**config.mk**
```make
export PLATFORM = sky130hd
export DESIGN_NAME = flash_sample_fetcher
export DESIGN_NICKNAME = d
export VERILOG_FILES = /design/src/rtl/flash_sample_fetcher.sv
export SDC_FILE = /design/constraint.sdc
export NUM_CORES = 1
export LEC_CHECK = 0
export CAP_MARGIN = 20
export CORE_UTILIZATION = 40
export CTS_BUF_LIST = sky130_fd_sc_hd__clkbuf_4
export DETAILED_ROUTE_END_ITERATION = 10
export PLACE_DENSITY = 0.6
export REMOVE_ABC_BUFFERS = 1
export SLEW_MARGIN = 20
export SYNTH_ARGS = -nofsm -noshare
export SYNTH_HDL_FRONTEND = slang
export SYNTH_SLANG_ARGS = --single-unit
```
**constraint.sdc**
```tcl
create_clock -name clk -period 8.5 [get_ports clk]
set_input_delay 2.55 -clock clk [delete_from_list [all_inputs] [get_ports clk]]
set_output_delay 2.55 -clock clk [all_outputs]
set_load 0.05 [all_outputs]
```
**src/rtl/flash_sample_fetcher.sv**
```systemverilog
// flash_sample_fetcher
//   Reads 32-bit words from flash over an Avalon-MM read master, splits each
//   word into two 16-bit samples and presents one sample per sample period.
//   Supports pause, forward/backward playback, restart and address wrap.
//
// Ports
//   clk, rst             system clock, synchronous active-high reset
//   sample_freq_div      clk cycles per sample period (clamped to MIN_DIV)
//   pause                1 = hold playback (tick counter frozen)
//   forward              1 = ascending addresses / low half first
//   fetcher_reset        single-cycle restart request
//   flash_*              Avalon-MM read master (one outstanding read)
//   audio_sample         current sample, two's complement
//   sample_valid         one-cycle pulse when audio_sample updates
//   word_addr            address of the word currently being played
//
// State        | meaning
// S_FETCH      | read request held until flash_waitrequest drops
// S_WAIT_DATA  | request accepted, waiting for flash_readdatavalid
// S_PLAY_FIRST | word buffered, first half goes out on the next tick
// S_PLAY_SECOND| second half goes out on the next tick, then advance address
module flash_sample_fetcher #(
  parameter int                    FREQ_DIV_WIDTH = 32,
  parameter int                    ADDR_WIDTH     = 23,
  parameter logic [ADDR_WIDTH-1:0] MAX_ADDR       = 23'h7FFFF,
  parameter int                    MIN_DIV        = 2
) (
  input  logic                      clk,
  input  logic                      rst,
  input  logic [FREQ_DIV_WIDTH-1:0] sample_freq_div,
  input  logic                      pause,
  input  logic                      forward,
  input  logic                      fetcher_reset,
  output logic                      flash_read,
  input  logic                      flash_waitrequest,
  output logic [ADDR_WIDTH-1:0]     flash_address,
  output logic [3:0]                flash_byteenable,
  input  logic [31:0]               flash_readdata,
  input  logic                      flash_readdatavalid,
  output logic [15:0]               audio_sample,
  output logic                      sample_valid,
  output logic [ADDR_WIDTH-1:0]     word_addr
);

  typedef enum logic [1:0] {
    S_FETCH,
    S_WAIT_DATA,
    S_PLAY_FIRST,
    S_PLAY_SECOND
  } state_t;

  state_t                    r_state;
  logic [FREQ_DIV_WIDTH-1:0] r_cnt;
  logic                      r_restart_pending;
  logic [31:0]               r_word;
  logic                      r_flash_read;
  logic [ADDR_WIDTH-1:0]     r_flash_address;
  logic [ADDR_WIDTH-1:0]     r_word_addr;
  logic [15:0]               r_audio_sample;
  logic                      r_sample_valid;

  logic [FREQ_DIV_WIDTH-1:0] w_eff_div;
  logic                      w_tick;
  logic                      w_accept;
  logic                      w_restart_now;
  logic [ADDR_WIDTH-1:0]     w_restart_addr;
  logic [ADDR_WIDTH-1:0]     w_next_addr;
  logic [15:0]               w_first_half;
  logic [15:0]               w_second_half;

  assign w_eff_div = (sample_freq_div < FREQ_DIV_WIDTH'(MIN_DIV)) ?
                     FREQ_DIV_WIDTH'(MIN_DIV) : sample_freq_div;

  // >= rather than == so a divisor shrinking below the current count still
  // produces a tick right away instead of wrapping the counter.
  assign w_tick = !pause && (r_cnt >= (w_eff_div - FREQ_DIV_WIDTH'(1)));

  assign w_accept = (r_state == S_FETCH) && r_flash_read && !flash_waitrequest;

  // A restart takes effect immediately unless a read is in flight; an
  // in-flight read is allowed to complete and its data is dropped.
  assign w_restart_now =
    (fetcher_reset && (((r_state == S_FETCH) && !w_accept) ||
                       (r_state == S_PLAY_FIRST) || (r_state == S_PLAY_SECOND))) ||
    ((r_state == S_WAIT_DATA) && flash_readdatavalid &&
     (r_restart_pending || fetcher_reset));

  assign w_restart_addr = forward ? '0 : MAX_ADDR;

  always_comb begin
    w_next_addr = r_word_addr;
    if (forward) begin
      w_next_addr = (r_word_addr == MAX_ADDR) ? '0 : r_word_addr + ADDR_WIDTH'(1);
    end else begin
      w_next_addr = (r_word_addr == '0) ? MAX_ADDR : r_word_addr - ADDR_WIDTH'(1);
    end
  end

  // Direction is looked at on each half-select independently.
  assign w_first_half  = forward ? r_word[15:0]  : r_word[31:16];
  assign w_second_half = forward ? r_word[31:16] : r_word[15:0];

  always_ff @(posedge clk) begin
    if (rst) begin
      r_cnt <= '0;
    end else if (w_restart_now) begin
      r_cnt <= '0;
    end else if (pause) begin
      r_cnt <= r_cnt;
    end else if (w_tick) begin
      r_cnt <= '0;
    end else begin
      r_cnt <= r_cnt + FREQ_DIV_WIDTH'(1);
    end
  end

  always_ff @(posedge clk) begin
    if (rst) begin
      r_state           <= S_FETCH;
      r_restart_pending <= 1'b0;
      r_word            <= '0;
      r_flash_read      <= 1'b0;
      r_flash_address   <= '0;
      r_word_addr       <= '0;
      r_audio_sample    <= '0;
      r_sample_valid    <= 1'b0;
    end else begin
      r_sample_valid <= 1'b0;
      if ((r_state == S_WAIT_DATA) && flash_readdatavalid) begin
        r_word <= flash_readdata;
      end
      if (w_restart_now) begin
        r_word_addr       <= w_restart_addr;
        r_flash_address   <= w_restart_addr;
        r_flash_read      <= 1'b1;
        r_restart_pending <= 1'b0;
        r_state           <= S_FETCH;
      end else begin
        case (r_state)
          S_FETCH: begin
            if (!r_flash_read) begin
              // only reached straight out of reset
              r_flash_read    <= 1'b1;
              r_flash_address <= r_word_addr;
            end else if (!flash_waitrequest) begin
              r_flash_read <= 1'b0;
              r_state      <= S_WAIT_DATA;
              if (fetcher_reset) begin
                r_restart_pending <= 1'b1;
              end
            end
          end
          S_WAIT_DATA: begin
            if (fetcher_reset) begin
              r_restart_pending <= 1'b1;
            end
            if (flash_readdatavalid) begin
              r_state <= S_PLAY_FIRST;
            end
          end
          S_PLAY_FIRST: begin
            if (w_tick) begin
              r_audio_sample <= w_first_half;
              r_sample_valid <= 1'b1;
              r_state        <= S_PLAY_SECOND;
            end
          end
          S_PLAY_SECOND: begin
            if (w_tick) begin
              r_audio_sample  <= w_second_half;
              r_sample_valid  <= 1'b1;
              r_word_addr     <= w_next_addr;
              r_flash_address <= w_next_addr;
              r_flash_read    <= 1'b1;
              r_state         <= S_FETCH;
            end
          end
          default: r_state <= S_FETCH;
        endcase
      end
    end
  end

  assign flash_read       = r_flash_read;
  assign flash_address    = r_flash_address;
  assign flash_byteenable = 4'hF;
  assign audio_sample     = r_audio_sample;
  assign sample_valid     = r_sample_valid;
  assign word_addr        = r_word_addr;

endmodule

```
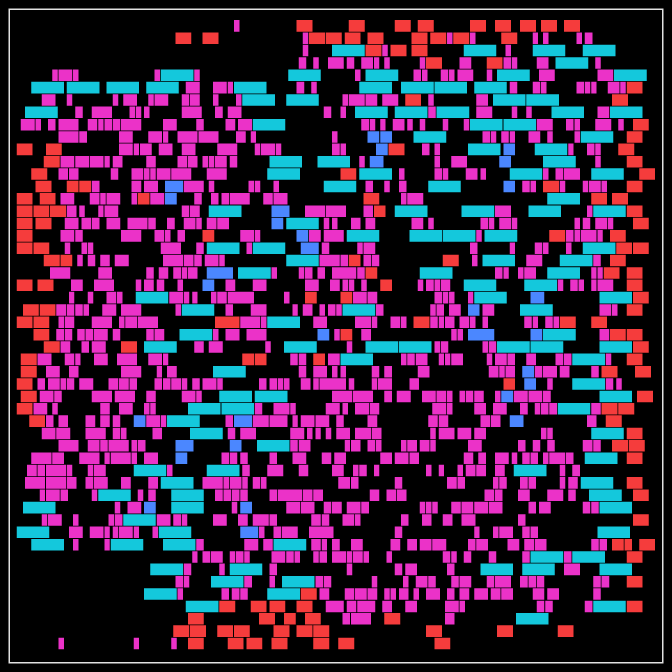
**Above:** cells coloured by class.
| colour | class | cells | share of their area |
|---|---|---|---|
| red | other buffers and delay cells | 153 | 16% |
| blue | clock drivers and dummy loads | 32 | 3.0% |
| cyan | flip-flops | 131 | 28% |
| magenta | all other logic | 850 | 54% |

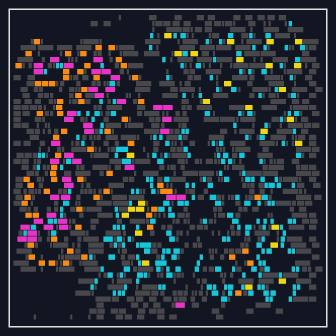
**Above:** selected gate families.
| colour | family | cells |
|---|---|---|
| orange | XOR/XNOR gates | 67 |
| cyan | inverting AOI/OAI gates | 242 |
| yellow | multiplexers | 27 |
| magenta | adder and majority cells | 41 |

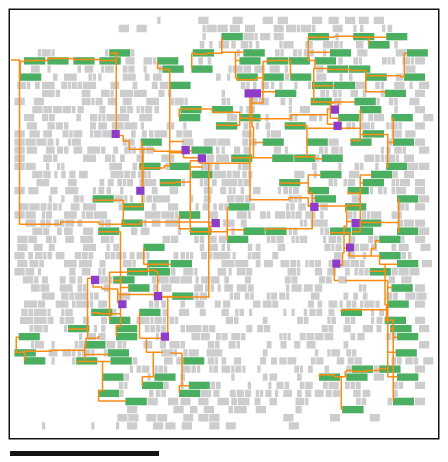
**Above:** routed clock nets over the placement.
Bar = 50 um.
[orange] clock wires | length: 1,760 um
[green] flip-flops | count: 131
[purple] cells driving clock nets | count: 17
flops lie: spread over the die
routed clock nets: 18

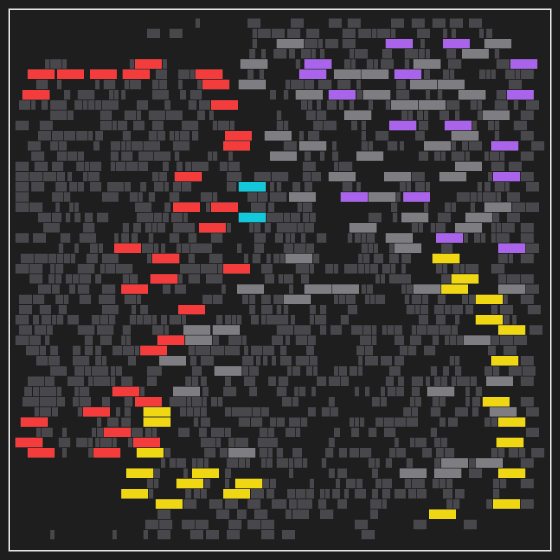
**Above:** register map, names as in the netlist.
Other sequential cells in the stronger grey, the rest of the logic in the fainter grey.
| colour | signal | placed flops |
|---|---|---|
| purple | audio_sample | 16 |
| cyan | r_state | 2 |
| red | r_cnt | 32 |
| yellow | flash_address | 23 |
Seq area share: 26.6%
final core area utilization: 50.5%
Storage cell area: 2620 um^2

==> run notes <==
Implementation run completed; key figures follow.

Cells and area:
- In the layout the commonest cells are sky130_fd_sc_hd__nand2_1 (141), sky130_fd_sc_hd__clkdlybuf4s50_1 (133), sky130_fd_sc_hd__dfxtp_1 (131), sky130_fd_sc_hd__nor2_1 (118), sky130_fd_sc_hd__a21oi_1 (99).
- The run gives the final-stage net count as 1,265.
- The run gives the fraction of layout instances using a drive strength above 1 as 6.26%.
- Fill cells in the final layout number 1,979.
- The run gives the number of standard cells in the layout, taps in and fillers out as 1,433.
- The multi-input combinational cells in the finished layout cover a total of 5070 um^2.
- The run gives the most frequent standard cell in the layout excluding fill and tap cells as sky130_fd_sc_hd__nand2_1.
- The run puts the area growth from synthesis to final layout at 23.0%.

Die:
- The run gives the row count as 51.
- The run puts the die span in y at 144 um.
- The overall die size recorded for this design is 20,600 um^2.
- The run puts the horizontal die dimension at 144 um.
- The run puts the initial standard-cell utilization of the core at 41.1%.
- The run puts the count of boundary I/O pins at 139.

Final timing:
- Across the routed clock network, the largest skew measured is 29.4 ps.
- The run puts the worst-margin pin slew at 942 ps.
- The run gives the final count of pins violating max slew as 0.
- Hold is met by 462 ps.
- Per the slew report, the remaining headroom to the max-slew limit stands at 36.6%.
- The run puts the setup violation total in the final timing report at 0.
- The run gives the slack of the critical path as 812 ps.
- Counting I/O delays and the setup requirement, the final critical path takes 7690 ps.
- The run puts the final critical-path share of the clock period at 90.5%.
- The run gives the setup TNS as 0 ps.
- Setup repair after global routing left no endpoint under its margin.
- Per the timing report, the achievable frequency comes out to 0.130 GHz.
- The final hold violation count recorded for this run is 0.

Setup path:
- The OpenROAD report gives the critical path a required time of 8970 ps.
- The timing report shows that the slowest cell on the worst path is sky130_fd_sc_hd__or4_1.
- The run gives the arrival time at the worst endpoint as 8160 ps.
- The worst setup path is captured at a register.
- Among all stages on the critical path, the maximum delay recorded is 590 ps.
- Per the timing report, the biggest fanout along the worst path comes to 33.
- The report lists the cells along the critical path as clkdlybuf4s50_1, or4_1, nor4_1, and4bb_2, and2b_1, nand2_1, o21ai_0, ha_1, nand3_1, nor3_1, nand2_1, xor2_1, ha_1, nand4_1, nor3_1, a22oi_1, o211ai_1, a21oi_1, nor4b_2, buf_4, nor2_1, a211oi_1.
- The run gives the startpoint class of the critical path as an input port.
- The worst setup path is of the in2reg kind.

Power:
- The run puts the peak ir drop on the vdd network at 0.0830 mV.
- The run gives the power per standard cell area as 166 nW/um^2.
- The run puts the static leakage at 0.00347 uW.

Synthesis:
- The biggest area contributor in the post-synthesis netlist is sky130_fd_sc_hd__dfxtp_1.
- The run gives the yosys cell count as 1,049.
- The run puts the number of warnings reported in the yosys synthesis log at 0.
- The synthesis stats list as the most numerous cell sky130_fd_sc_hd__nand2_1.
- The synthesis report names the predominant flop master as sky130_fd_sc_hd__dfxtp_1.
- The run puts the average instance area after synthesis at 7.64 um^2.
- By area the synthesized netlist is led by sky130_fd_sc_hd__dfxtp_1 (33%), sky130_fd_sc_hd__nand2_1 (6.6%), sky130_fd_sc_hd__ha_1 (6.4%), sky130_fd_sc_hd__a21oi_1 (6.2%), sky130_fd_sc_hd__nor2_1 (5.5%).
- The run puts the number of enable flip-flop cells at 0.
- Synthesis handed over a netlist of 1,049 instances.
- The run gives the total of flip-flops plus latches after synthesis as 131.
- In this run the cell area of the synthesized design comes to 8020 um^2.
- The synthesis report gives the async set-or-reset register share as 0%.
- The run gives the share of the synthesized area in the top cell type as 32.7%.
- The run puts the unique cell type count in the Yosys netlist at 68.
- The run puts the chip area from the yosys synthesis statistics at 8020 um^2.
- Counting instances in the post-synthesis netlist gives the leading cell types as sky130_fd_sc_hd__nand2_1 (142), sky130_fd_sc_hd__dfxtp_1 (131), sky130_fd_sc_hd__nor2_1 (118).
- The run puts the portion of the post-synthesis area used by sequential elements at 32.7%.

Placement:
- Logged for this run, the post-placement worst setup slack is -39.4 ps.
- The run puts the post-detailed-placement half-perimeter wirelength at 16.9 mm.
- Counting tap cells, the placed design contains a total of 1,398 instances.
- The count of buffers added on input and output ports is 134.

Clocking:
- The skew report gives the latency at the later pin of the worst-skew pair as 560 ps.
- The run puts the number of buffers inserted during clock tree synthesis at 17.
- The run puts the maximum buffer depth of the clock tree at 2.
- The run gives the root buffer cell as sky130_fd_sc_hd__clkbuf_4.
- The run puts the number of buffers inserted by hold repair at cts at 0.
- Once the clock tree was built, the setup fixing pass inserted 0 buffers.
- The run puts the H-tree depth at 4.
- The run puts the clock-pin slew reported for the worst setup and hold paths after clock tree synthesis at 130 ps.
- The run gives the TritonCTS clock tree as yes.
- Counting every sink on the clock net gives 131.
- The run puts the post-cts sizing count at 0.

Drt:
- The run puts the total iterations of the first detailed-routing run at 7.
- The run gives the post-route antenna net violation count as 0.
- The run gives the detailed-route wire length as 23.2 mm.
- The run puts the number of DRC markers after the initial detailed-route iteration at 510.
- The routed layout has 7,791 vias.
- The run puts the number of remaining DRC errors at 0.
- The run gives the detailed-route vias per instance as 5.44.
- The run puts the average wire length per cell after detail routing at 16.2 um.

Global routing:
- The first global-routing pass estimated 37.9 mm of wire.
- The run puts the via count of the first global-routing pass at 7,391.
- The run gives the global-route usage over all layers as 23.3%.
- The run puts the pin count of the biggest net entering global routing at 67.
- Global routing finished with a remaining overflow of 0.
- The run puts the number of antenna violations at the first check in global routing at 1.

Job:
- The run puts the number of maximum-capacitance constraint violations at 0.
- The stage logs contain a warning count of 30.

Status:
- The flow ran to the end, and the final reports show no timing, DRC or antenna violations.

Hold path:
- The worst hold path belongs to the class reg2reg.
flip-flops by register name (all words and copies together) (netlist names):
register,count
flash_read,1
r_cnt,32
r_state,2
sample_valid,1
audio_sample,16
r_word,32
word_addr,23
flash_address,23
r_restart_pending,1
power breakdown:
group	internal, uW	switching (uW)	total (uW)
Clock	134	289	423
Sequential	654	49.3	703
Combinational	186	321	508
critical path: cells and delay by family:
| kind | cells | cell delay [ps] |
|---|---|---|
| and+or+nand+nor | 12 | 3020 |
| AOI/OAI and AO/OA | 5 | 970 |
| buffers and inverters | 2 | 820 |
| adders and majority gates | 2 | 620 |
| xor gates and xnor gates | 1 | 160 |
through the flow:
step                      total power, uW  util, %
after floorplan                      1020        -
after global placement               1210     48.9
after detailed placement             1220     48.9
after CTS                            1640     50.4
after global routing                 1710     50.5
final                                1630     50.5
layout make-up:
cell class | count | share of cell area, %
repair buffers | 153 | 15.1
well taps | 265 | 3.36
clock inverters | 15 | 1.59
clock buffers | 17 | 1.29
diodes | 2 | 0.0508
multi-input cells | 833 | 51.4
inverters | 17 | 0.647
flip-flops and latches | 131 | 26.6
cells by family after synthesis:
| kind of cell | Yosys count | share of synthesized area, % |
|---|---|---|
| xor gates and xnor gates | 67 | 7.32 |
| other | 1 | 0.0468 |
| adders and majority gates | 41 | 6.40 |
| DFF | 131 | 32.7 |
| buffers and inverters | 88 | 4.63 |
| and+or+nand+nor | 438 | 25.7 |
| muxes | 27 | 3.39 |
| AOI/OAI and AO/OA | 256 | 19.8 |
per-layer routing:
layer  vias to the layer above  GRT usage, %  wire length, um  share of wire, %
li1                       3975             -                -                 -
met1                      3572          30.8            10900                47
met2                       209          38.3            10700                46
met3                        35          3.87             1050               4.5
met4                         0          7.56              487               2.1
met5                         -             0                0                 0
final timing paths:
| path | from | endpoint | slack [ps] | depth (start not counted) |
|---|---|---|---|---|
| worst max-delay path | sample_freq_div[6] | audio_sample[0] | 810 | 22 |
| worst min-delay path | flash_address[21] | flash_address[21] | 460 | 2 |
| worst max register to register | r_state[1] | flash_address[21] | 5210 | 11 |
| worst min register to register | flash_address[21] | flash_address[21] | 460 | 2 |
Power is estimated from default activity; no workload was simulated.
